### M1 wires

Scale: 4 px per um. Supply wires on this layer in grey.
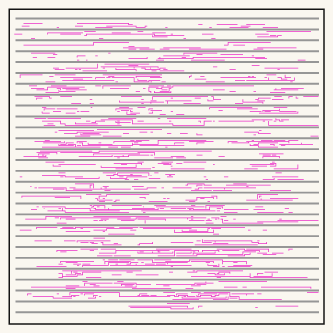
### Clock routing

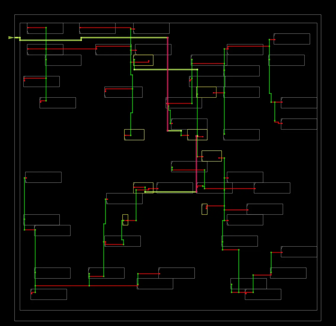
### Placement density heat map

Scale: 4 px per um. The die is cut into 8 by 8 equal tiles; white is low, dark blue is high, 0 to 100% covered.
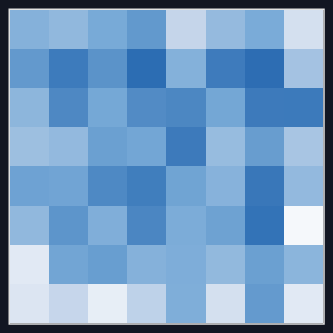
### Routed clock nets over the placement

Scale: 4 px per um.
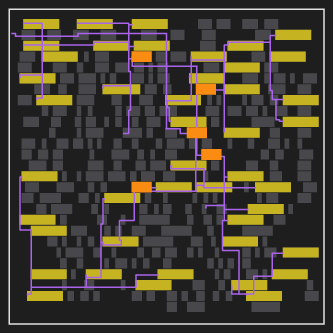
File: config.mk
export PLATFORM = sky130hd
export DESIGN_NAME = tempsens_result_tx
export DESIGN_NICKNAME = d
export VERILOG_FILES = /design/src/rtl/tempsens_result_tx.sv
export SDC_FILE = /design/constraint.sdc
export NUM_CORES = 1
export LEC_CHECK = 0
export CAP_MARGIN = 20
export CELL_PAD_IN_SITES_DETAIL_PLACEMENT = 1
export CELL_PAD_IN_SITES_GLOBAL_PLACEMENT = 1
export CORE_UTILIZATION = 44
export CTS_CLUSTER_DIAMETER = 200
export CTS_CLUSTER_SIZE = 24
export DETAILED_ROUTE_END_ITERATION = 8
export GPL_TIMING_DRIVEN = 0
export HOLD_SLACK_MARGIN = 0.15
export PLACE_DENSITY_LB_ADDON = 0.12
export SLEW_MARGIN = 20
export SYNTH_ARGS = -nofsm -noshare
export SYNTH_HDL_FRONTEND = slang
export SYNTH_SLANG_ARGS = --single-unit
File: constraint.sdc
create_clock -name clk -period 2.22 [get_ports clk]
set_input_delay 0.444 -clock clk [delete_from_list [all_inputs] [get_ports clk]]
set_output_delay 0.444 -clock clk [all_outputs]
set_load 0.05 [all_outputs]
File: src/rtl/tempsens_result_tx.sv
// tempsens_result_tx: serial result transmitter for the temperature-sensor tile.
// Accepts one 12-bit result per valid/ready handshake and sends it as a three-byte
// 8N1 UART packet, LSB first: HEADER, {4'h0, res[11:8]}, res[7:0].
// Results offered while a packet is in flight are counted in a saturating drop counter.
//
// Ports:
//   clk          system clock, all state on rising edge
//   rst_n        asynchronous active-low reset
//   res_data_i   12-bit measurement result, latched on the accept edge
//   res_valid_i  result available
//   res_ready_o  transmitter idle and able to accept (combinational)
//   tx_o         UART serial output, idles high (registered)
//   busy_o       packet in flight (== !res_ready_o)
//   drop_cnt_o   saturating count of cycles with a result offered while busy
//   drop_clr_i   synchronous clear of drop_cnt_o, wins over increment
module tempsens_result_tx #(
    parameter int unsigned CLK_DIV = 16,
    parameter logic [7:0]  HEADER  = 8'hA5
) (
    input  logic        clk,
    input  logic        rst_n,
    input  logic [11:0] res_data_i,
    input  logic        res_valid_i,
    output logic        res_ready_o,
    output logic        tx_o,
    output logic        busy_o,
    output logic [7:0]  drop_cnt_o,
    input  logic        drop_clr_i
);

    typedef enum logic [1:0] {StIdle, StStart, StData, StStop} state_e;

    localparam logic [15:0] BitLast = 16'(CLK_DIV - 1);

    state_e      state_q;
    logic [15:0] bit_cnt_q;
    logic [2:0]  bit_idx_q;
    logic [1:0]  byte_idx_q;
    logic [11:0] data_q;
    logic        tx_q;
    logic [7:0]  drop_cnt_q, drop_cnt_d;

    logic        bit_end;
    logic [2:0]  bit_idx_nxt;
    logic [7:0]  cur_byte;

    assign bit_end     = (bit_cnt_q == BitLast);
    assign bit_idx_nxt = bit_idx_q + 3'd1;

    always_comb begin
        cur_byte = data_q[7:0];
        unique case (byte_idx_q)
            2'd0:    cur_byte = HEADER;
            2'd1:    cur_byte = {4'h0, data_q[11:8]};
            default: cur_byte = data_q[7:0];
        endcase
    end

    // tx_q is loaded with the bit of the state being entered, so the line
    // changes on the same edge as the state.
    always_ff @(posedge clk or negedge rst_n) begin
        if (!rst_n) begin
            state_q    <= StIdle;
            bit_cnt_q  <= '0;
            bit_idx_q  <= '0;
            byte_idx_q <= '0;
            data_q     <= '0;
            tx_q       <= 1'b1;
        end else begin
            unique case (state_q)
                StIdle: begin
                    if (res_valid_i) begin
                        data_q     <= res_data_i;
                        state_q    <= StStart;
                        bit_cnt_q  <= '0;
                        bit_idx_q  <= '0;
                        byte_idx_q <= '0;
                        tx_q       <= 1'b0;
                    end
                end
                StStart: begin
                    if (bit_end) begin
                        bit_cnt_q <= '0;
                        bit_idx_q <= '0;
                        state_q   <= StData;
                        tx_q      <= cur_byte[0];
                    end else begin
                        bit_cnt_q <= bit_cnt_q + 16'd1;
                    end
                end
                StData: begin
                    if (bit_end) begin
                        bit_cnt_q <= '0;
                        if (bit_idx_q == 3'd7) begin
                            state_q <= StStop;
                            tx_q    <= 1'b1;
                        end else begin
                            bit_idx_q <= bit_idx_nxt;
                            tx_q      <= cur_byte[bit_idx_nxt];
                        end
                    end else begin
                        bit_cnt_q <= bit_cnt_q + 16'd1;
                    end
                end
                StStop: begin
                    if (bit_end) begin
                        bit_cnt_q <= '0;
                        if (byte_idx_q == 2'd2) begin
                            state_q <= StIdle;
                            tx_q    <= 1'b1;
                        end else begin
                            byte_idx_q <= byte_idx_q + 2'd1;
                            state_q    <= StStart;
                            tx_q       <= 1'b0;
                        end
                    end else begin
                        bit_cnt_q <= bit_cnt_q + 16'd1;
                    end
                end
                default: state_q <= StIdle;
            endcase
        end
    end

    assign res_ready_o = (state_q == StIdle);
    assign busy_o      = ~res_ready_o;
    assign tx_o        = tx_q;

    always_comb begin
        drop_cnt_d = drop_cnt_q;
        if (drop_clr_i) begin
            drop_cnt_d = '0;
        end else if (res_valid_i && busy_o && (drop_cnt_q != 8'hFF)) begin
            drop_cnt_d = drop_cnt_q + 8'd1;
        end
    end

    always_ff @(posedge clk or negedge rst_n) begin
        if (!rst_n) begin
            drop_cnt_q <= '0;
        end else begin
            drop_cnt_q <= drop_cnt_d;
        end
    end

    assign drop_cnt_o = drop_cnt_q;

endmodule

==> impl_metrics.yaml <==
# yosys + openroad results
worst_setup_path:
  slowest_stage: "dfrtp_1"
  cp-startpoint: "state_q[0]"
  critPathMaxStageDelay_ps: 430
  critPathCapture: "state_q[1]"
  crit_chain: "inv_1 -> ha_2 -> clkbuf_4 -> nor2b_1 -> clkbuf_4 -> nor2_1 -> a31oi_2 -> mux2_4"
  cp.arrival_ps: 2290
  reg2reg_from: "state_q[0]"
die:
  fp_util_pct: 45.9
  dieArea_mm2: 0.00613
  taps: 72
global_routing:
  grt_pass1_vias: 2095
  busiest_layer: "met2"
  use_met2_pct: 35.5
  gr-total-overflow: 0
pwr:
  cellLeakagePower_nw: 1.29
  internal_power_mw: 1.87
  comb_power_share_pct: 44.6
  p_sw_share_pct: 37.9
  pg_comb_mw: 1.35
yosys:
  xor_area_share_pct: 3.76
  ys_sh_adder_pct: 5.86
  synth_warnings: 0
  synth_cell_type_count: 48
  ys_seq_share_pct: 43.0
  ys_sh_simple_pct: 19.3
  ys_sh_mux_pct: 9.92
  syn_avg_cell_area_um2: 10.3
sta:
  finalCriticalPeriod_ps: 2100
  finalMaxSlewViolations: 0
  slew_headroom_pct: 60.7
  finalHoldViolCount: 0
cells_and_area:
  fillers: 652
  final_core_util_pct: 54.9
  seq-cell-share_pct: 36.0
  logic_area_mm2: 0.00140
  clock_buffers: 8
  final_common_cell: "dfrtp_1"
drt:
  drt-initial-drc-count: 67
  dr_wl_met2_um: 2950
  wl_per_cell_um: 16.9
  wl_met1_um: 2900
  dr_wl_met3_um: 139
  via_per_inst: 5.60
run_status:
  status: "completed"
placed_design:
  place_area_mm2: 0.00293
min_path:
  hold_depth: 1
  hp-class: "flop to flop"
clocking:
  cts_resized: 6
## Picture notes: 'M1 wires'
wire length on this layer = 2900 um
main direction = horizontal
share of all routed wire = 48%
M1 GR Usage: 29.1%
Total Routed Length: 6060 um
Vias: 2012

## Picture notes: 'Clock routing'
Fin Clk Skew: 6.61 ps
CTS buffer count: 5
layout sequential cell count: 44

## Picture notes: 'Placement density heat map'
fullest tile = 75%
tiles over 75% full = 3.1%
emptiest ninth of the die = bottom left

## Picture notes: 'Routed clock nets over the placement'
yellow -> flip-flops  # count 44
purple -> clock wires  # length 593 um
orange -> clock drivers  # count 5
routed clock nets = 6
clock share of power: 17.2%
Latency at later pin: 290 ps
Clk. pwr: 520 uW

Power figures rest on the tool's default switching activity, not on a simulated workload.
